==> config.mk <==
export PLATFORM = sky130hd
export DESIGN_NAME = riscv_alu_exec
export DESIGN_NICKNAME = d
export VERILOG_FILES = /design/src/rtl/riscv_alu_exec.sv
export SDC_FILE = /design/constraint.sdc
export NUM_CORES = 1
export LEC_CHECK = 0
export ABC_AREA = 1
export ABC_CLOCK_PERIOD_IN_PS = 3900
export CAP_MARGIN = 20
export CORE_MARGIN = 2
export CORE_UTILIZATION = 45
export DETAILED_ROUTE_END_ITERATION = 6
export GPL_TIMING_DRIVEN = 0
export PLACE_DENSITY = 0.65
export SETUP_SLACK_MARGIN = 0.1
export SYNTH_ARGS = -nofsm -noshare
export SYNTH_HDL_FRONTEND = slang
export SYNTH_SLANG_ARGS = --single-unit
==> constraint.sdc <==
create_clock -name clk -period 3.9 [get_ports clk]
set_clock_uncertainty 0.2 [all_clocks]
set_input_delay 0.78 -clock clk [delete_from_list [all_inputs] [get_ports clk]]
set_output_delay 0.78 -clock clk [all_outputs]
set_load 0.02 [all_outputs]
**Selected gate families**

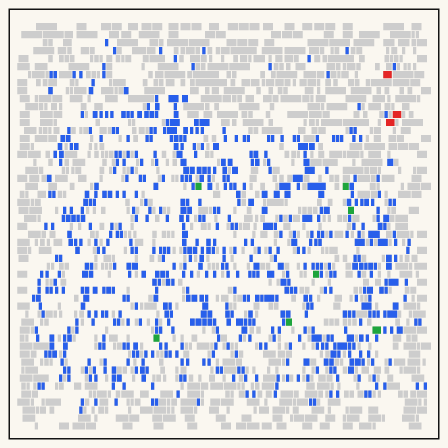
blue -> nand cells  # cells 629
red -> xor and xnor cells  # cells 3
green -> and/or cells  # cells 7
fin cells: 1979
most instantiated logic cell after routing: nand2_1
Comb/total area: 62.8%

**The metal 2 layer**

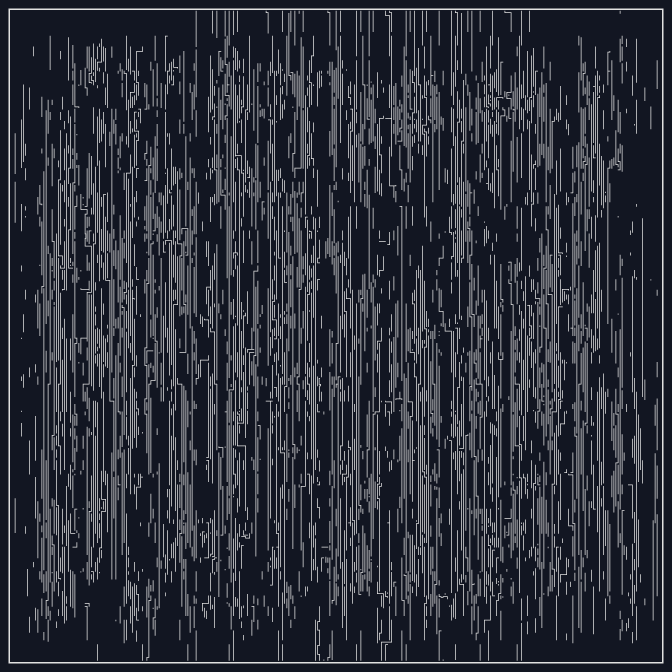
wire length on this layer = 15900 um
share of all routed wire = 45%
main direction = vertical
DRT Wirelength: 35.5 mm
Global Route met2 Usage: 54.2%
vias: 10800

**Placement density heat map**

15 x 15 tiles, from white (low) to dark blue (high), 0 to 100% covered.
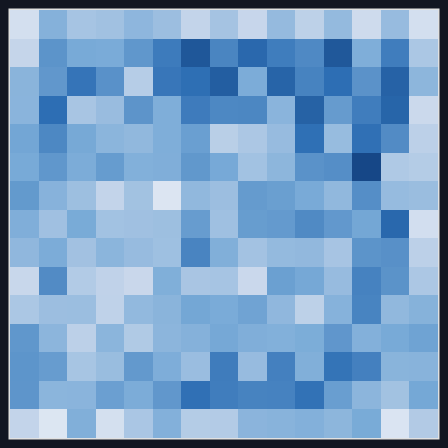
mean over tiles = 48%
tiles over 75% full = 4.9%
fullest tile = 91%
Core ar.: 19600 um^2
Initial Util: 46.2%
Util after Layout: 54.1%

**Routing congestion map**

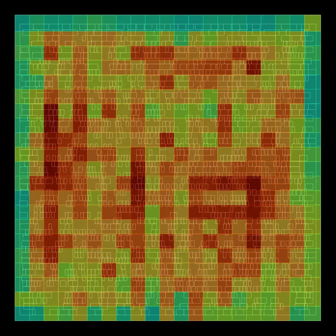
met1 usage: 43.6%
DR WL/cell: 17.9 um

==> qor.yml <==
numSynthFlops: 42
yosys.area.top_type: "nand2_1"
via_per_inst: 5.47
lay_top_cells: "nand2_1, inv_1, nor2_1"
ys_sh_xor_pct: 0.291
max_freq_mhz: 283
grt_pass1_wl_mm: 55.5
synthTopLogicFamily: "simple AND/OR/NAND/NOR gates"
io_buffers: 106
antennaDiodeCount: 1
whs_path_depth: 2
tns_ps: 0
swShare_pct: 46.8
tapCellCount: 265
period_used_pct: 90.7
synth_stat.cells: 1600
async_reset_ff_share_pct: 0
clock_latency_ps: 290
edf_count: 0
worstSetupStartpointType: "input port"
syn-num-nets: 1778
root_buffer: "clkbuf_16"
sh_seq_area_pct: 7.93
hold_class: "flip-flop to flip-flop"
seq_area_um2: 841
clk_pin_slew_ps: 60
postLayoutCellArea_um2: 10600
buffers_excl_clock: 165
postCtsHoldBufs: 0
slew_headroom_pct: 53.9
simple_gate_share_pct: 38.6
post_cts_buffers: 0
grt-busiest-layer: "met2"
comb_power_share_pct: 57.3
synthAdderAreaFrac_pct: 14.8
hold_viol_final: 0
grt_usage_pct: 32.9
status: "finished clean"
p_seq_share_pct: 22.1
syn_avg_cell_area_um2: 5.65
p_leak_nw: 5.61
fill_cells: 2161
power_switching_mw: 1.11
cts_max_level: 2
flop_cell: "dfxtp_1"
biggestCellCategory: "combinational gates"
==> routing by layer <==
layer,routed length [um],up-vias
li1,-,5337
met1,15400,4939
met2,15900,474
met3,2590,78
met4,1570,0
met5,0,-
==> power groups by stage <==
stage / Clock (mW) / Combinational (mW) / Sequential (mW)
2_1_floorplan: 0 / 0.805 / 0.570
3_3_place_gp: 0 / 1.33 / 0.533
3_5_place_dp: 0 / 1.34 / 0.533
4_1_cts: 0.494 / 1.34 / 0.524
5_1_grt: 0.510 / 1.50 / 0.530
6_report: 0.491 / 1.36 / 0.526
==> critical path, stage by stage <==
cell and delay, ps:
clkdlybuf4s50_1 550, ha_1 240, inv_1 90, fa_1 450, nor2_1 240, a21oi_1 140
o21bai_2 250, nand2_1 80, o21ai_0 100, a21oi_1 90, o211ai_1 200, nand2_1 170
a21oi_1 170
Power and IR drop assume default switching activity.
